Fig. 1: local utilization
The bar under the picture is 50 microns long. 15 x 22 tiles, from black (low) to pale yellow (high), 0 to 100% covered.
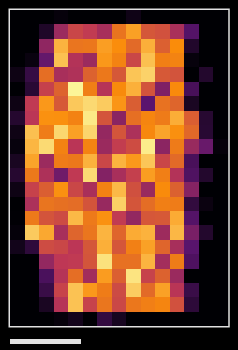
Fig. 2: track usage over the die
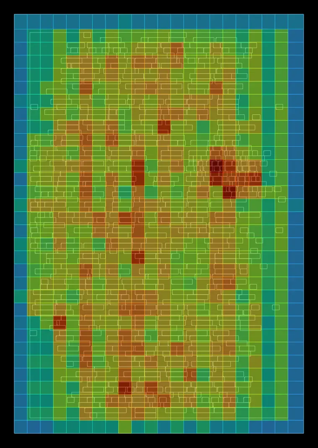
Fig. 3: PDN straps and rails
The bar under the picture is 50 microns long. Pins as bars on the die edge.
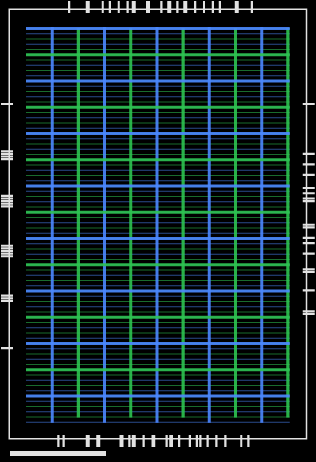
Fig. 4: cell classes on the final placement
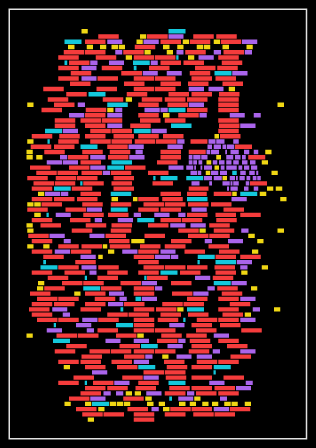
===== src/rtl/ext_mem_test_pkg.sv =====
// Shared constants, descriptor type and beat pattern generator for the external-memory test.
// Pure declarations; no timing or flow control of its own.
// Write and read paths both call exp_beat, so their patterns agree by construction.
package ext_mem_test_pkg;

    localparam int DATA_W     = 512;
    localparam int LANE_W     = 32;
    localparam int N_LANES    = 16;
    localparam int BEAT_BYTES = 64;
    localparam int DESC_W     = 40;

    typedef enum logic {
        ST_IDLE   = 1'b0,
        ST_ACTIVE = 1'b1
    } chk_state_e;

    typedef struct packed {
        logic [31:0] addr;
        logic [7:0]  len;
    } ar_desc_t;

    function automatic logic [DATA_W-1:0] exp_beat(input logic [31:0] addr, input logic [31:0] seed);
        logic [DATA_W-1:0] v;
        v = '0;
        for (int i = 0; i < N_LANES; i++) begin
            v[i*LANE_W +: LANE_W] = (addr + 32'(i * 4)) ^ seed;
        end
        return v;
    endfunction

endpackage


===== src/rtl/chk_addr_fifo.sv =====
// Synchronous descriptor FIFO with full/empty flags and a combinational read port.
// Latency: a push is visible at the head one cycle later; pop_dat_o is valid whenever not empty.
// Backpressure: pushes while full and pops while empty are ignored; clear_i empties it.
module chk_addr_fifo
    import ext_mem_test_pkg::*;
#(
    parameter int WIDTH = DESC_W,
    parameter int DEPTH = 8
) (
    input  logic             aclk,
    input  logic             aresetn,
    input  logic             clear_i,
    input  logic             push_i,
    input  logic [WIDTH-1:0] push_dat_i,
    input  logic             pop_i,
    output logic [WIDTH-1:0] pop_dat_o,
    output logic             full_o,
    output logic             empty_o
);

    localparam int AW = $clog2(DEPTH);

    logic [WIDTH-1:0] mem_q [DEPTH];
    logic [AW:0]      wptr_q, wptr_d;
    logic [AW:0]      rptr_q, rptr_d;
    logic             do_push, do_pop;

    // Extra pointer MSB separates full from empty when the indices coincide.
    assign full_o    = (wptr_q[AW] != rptr_q[AW]) && (wptr_q[AW-1:0] == rptr_q[AW-1:0]);
    assign empty_o   = (wptr_q == rptr_q);
    assign do_push   = push_i && !full_o;
    assign do_pop    = pop_i && !empty_o;
    assign pop_dat_o = mem_q[rptr_q[AW-1:0]];

    always_comb begin
        wptr_d = wptr_q;
        rptr_d = rptr_q;
        if (clear_i) begin
            wptr_d = '0;
            rptr_d = '0;
        end else begin
            if (do_push) wptr_d = wptr_q + 1'b1;
            if (do_pop)  rptr_d = rptr_q + 1'b1;
        end
    end

    always_ff @(posedge aclk or negedge aresetn) begin
        if (!aresetn) begin
            wptr_q <= '0;
            rptr_q <= '0;
        end else begin
            wptr_q <= wptr_d;
            rptr_q <= rptr_d;
        end
    end

    always_ff @(posedge aclk) begin
        if (do_push && !clear_i) mem_q[wptr_q[AW-1:0]] <= push_dat_i;
    end

endmodule


===== config.mk =====
export PLATFORM = sky130hd
export DESIGN_NAME = chk_addr_fifo
export DESIGN_NICKNAME = d
export VERILOG_FILES = /design/src/rtl/ext_mem_test_pkg.sv /design/src/rtl/chk_addr_fifo.sv
export SDC_FILE = /design/constraint.sdc
export NUM_CORES = 1
export LEC_CHECK = 0
export CORE_ASPECT_RATIO = 1.5
export CORE_MARGIN = 8
export CORE_UTILIZATION = 45
export DETAILED_ROUTE_END_ITERATION = 8
export GPL_TIMING_DRIVEN = 1
export PLACE_DENSITY_LB_ADDON = 0.3
export SKIP_CTS_REPAIR_TIMING = 1
export SLEW_MARGIN = 0
export SYNTH_ARGS = -nofsm -noshare
export SYNTH_HDL_FRONTEND = slang
export SYNTH_SLANG_ARGS = --single-unit

===== constraint.sdc =====
create_clock -name aclk -period 5.5 [get_ports aclk]
set_clock_uncertainty 0.1 [all_clocks]
set_input_delay 0.55 -clock aclk [delete_from_list [all_inputs] [get_ports aclk]]
set_output_delay 0.55 -clock aclk [all_outputs]
set_load 0.03 [all_outputs]

==> flow_summary_export.csv <==
group,metric,value,unit
clock_network,cts_root_buffer,"clkbuf_16",
flow_run,warning_count,27,
detailed_routing,drc,0,
hold_path,hp-class,"in -> async",
synth,ys_seq_share,77.2,%
flow_run,maxCapViolations,0,
detailed_routing,ant_nets,0,
detailed_routing,vias,5719,
timing,rsz0062_at_grt,"no",
synth,synth_area,12700,sq um
cells_and_area,regArea,9820,sq um
floorplan,fp-utilization,45.6,%
clock_network,numCtsBuffers,29,
synth,synth_cells,540,
synth,yosysCellCount,540,
timing,setup_violations,0,
synth,largest_area_cell,"edfxtp_1",
worst_setup_path,critical_path_arrival,3500,ps
timing,finalHoldViolations,0,
synth,ys_chip_area,12700,sq um
place,dp_hpwl,13300,microns
timing,tns,0,ps
synth,syn_area_per_cell,23.5,sq um
cells_and_area,logic_area,2780,sq um
synth,fp_nets,587,
clock_network,cts_sinks,328,
timing,tightest_slew,1020,ps
timing,relSlewSlack,31.1,%
worst_setup_path,crit_type,"reg -> out",
synth,netlist_top_cells_count,"320 x edfxtp_1, 80 x mux4_2, 44 x mux2_2",
floorplan,chipArea,34000,sq um
detailed_routing,wirelength,24700,microns
synth,synth-main-ff-cell,"edfxtp_1",
synth,yosysMostFrequentCell,"edfxtp_1",
detailed_routing,vias_per_cell,5.68,
power_and_ir_drop,power_leakage,4.59,nW
clock_network,clk_pin_slew_worst_paths,70,ps
floorplan,ios,87,
cells_and_area,fillCellCount,2057,
synth,synth_cell_types,34,
synth,yosysWarnings,0,
place,gp_congestion,0.733,
cells_and_area,area_growth_syn_to_layout,17.9,%
worst_setup_path,crit_required,4850,ps
global_routing,grt_pass1_wl,37800,microns
worst_setup_path,crit_fanout,45,
detailed_routing,dr.pass1.iters,4,
synth,synth-seq-cells,328,
global_routing,grt_max_degree,55,
timing,period_needed,4150,ps
timing,hold_ws,185,ps
clock_network,clk_path_buf_depth,3,
global_routing,grt_pass1_vias,6236,
cells_and_area,antenna_cells,0,
global_routing,overflow,0,
clock_network,insertion_delay,560,ps
power_and_ir_drop,powerDensity,378,nW/um^2
timing,slew_viol_final,0,
cells_and_area,fin_nets,685,
synth,edf_count,320,
power_and_ir_drop,totalPowerFinal,5.66,mW
timing,final.period_utilization,75.4,%
worst_setup_path,worstSetupStartpointType,"flip-flop",
clock_network,h-tree-depth,1,
global_routing,antenna_found_initial,2,
synth,ys_top_cells_by_area,"edfxtp_1 76%, mux4_2 14%, mux2_2 3.9%",
clock_network,tritoncts,"yes",
worst_setup_path,worst_setup_path_end_kind,"output pin",
detailed_routing,drt_iter0_markers,347,
timing,max_freq,241,MHz
synth,synth-async-reset-ratio,2.44,%
run_status,outcome,"finished clean",
cells_and_area,drive_gt1_share,29.2,%
synth,top_cell_area_share,75.7,%
place,io_buffers,86,
## Picture notes: Fig. 1
tiles over 75% full	18%
fullest tile	98%
mean over tiles	43%
nearly empty tiles	24%

## Picture notes: Fig. 2
GRT Util Overall: 14.7%
GR Util met3: 2.24%
WL per Instance: 24.5 microns
met2 Usage GRT: 25.7%

## Picture notes: Fig. 3
net	colour
VSS	blue
VDD	green
met1 rails	76
rows	75
met5 straps	15
Die Y: 222 microns
VDD IR-drop max: 0.000253 V
Placeable Area: 27900 sq um
Die X: 153 microns

## Picture notes: Fig. 4
class	colour	cells	share of their area
combinational and other logic	purple	182	19%
remaining buffers and delay cells	yellow	97	6.6%
clock drivers and dummy loads	cyan	54	6.8%
sequential cells	red	328	68%
Finished Core Util: 53.7%
Site Rows: 75
Seq area share: 65.6%

==> metrics by stage <==
stage | setup slack (ps) | cell area (sq um) | std cells | util, %
finish | 1350 | 15000 | 1007 | 53.7
floorplan | -73.0 | 12700 | 540 | -
CTS | 1240 | 15000 | 1007 | 53.7
global placement | 1880 | 14000 | 953 | 50.2
detailed placement | 1860 | 14000 | 953 | 50.2
global route | 1140 | 15000 | 1007 | 53.7
==> placed cells by master (no fill, tap or decap), drive strengths merged, types with 6 or more instances in the layout <==
master and n:
edfxtp 320, clkdlybuf4s50 86, mux4 80, mux2 44, clkbuf 35, buf 11, clkinv 11, nor2 9
dfrtp 8, bufinv 6, nor4 6
==> per-layer routing <==
metal | share of wire (%) | vias to the layer above | global-route usage [%]
met2 | 52 | 154 | 25.7
li1 | - | 2487 | -
met1 | 40 | 3023 | 18.0
met5 | 0.069 | - | 0
met4 | 2.6 | 4 | 5.45
met3 | 4.9 | 51 | 2.24
==> critical path, cell delays in order, from the launching register on <==
cell             delay, ps
dfrtp_4               1000
buf_12                 430
mux4_2                 560
mux2_2                 310
clkdlybuf4s50_1        610
==> flip-flops by register name, indices dropped and copies added, names as in the netlist <==
register and count:
mem_q 320, wptr_q 4, rptr_q 4
==> cell type report <==
class	instances	share of cell area, %
sequential	328	65.6
multi-input combinational	182	18.5
timing repair buffer	97	6.38
clock buffer	35	5.00
tap	346	2.89
clock inverter	19	1.63
==> kinds of logic (layout without fill, tap and decap cells) <==
group	Yosys count	count (layout)	synth area share [%]
buf+inv	30	151	1.45
simple gates	38	38	1.73
compound gates	8	8	0.601
mux	126	126	18.2
fa+ha+maj	2	2	0.197
flops	328	328	77.2
xor+xnor	8	8	0.552
==> worst paths after layout <==
path | start | endpoint | slack, ps | depth (start not counted)
max | rptr_q[0] | pop_dat_o[11] | 1350 | 4
min | aresetn | rptr_q[3] | 190 | 1
min in group aclk | rptr_q[3] | rptr_q[3] | 580 | 2
min reg2reg | rptr_q[3] | rptr_q[3] | 580 | 2
max in group asynchronous | aresetn | rptr_q[1] | 4790 | 1
max reg2reg | rptr_q[0] | mem_q[7][1] | 2010 | 4
==> power by group <==
| group | internal [mW] | leakage, nW | total, mW | switching, mW |
|---|---|---|---|---|
| clock network | 1.25 | 0.483 | 2.10 | 0.847 |
| logic | 0.376 | 1.11 | 0.714 | 0.338 |
| registers | 2.78 | 3.00 | 2.85 | 0.0674 |
Power is estimated from default activity; no workload was simulated.
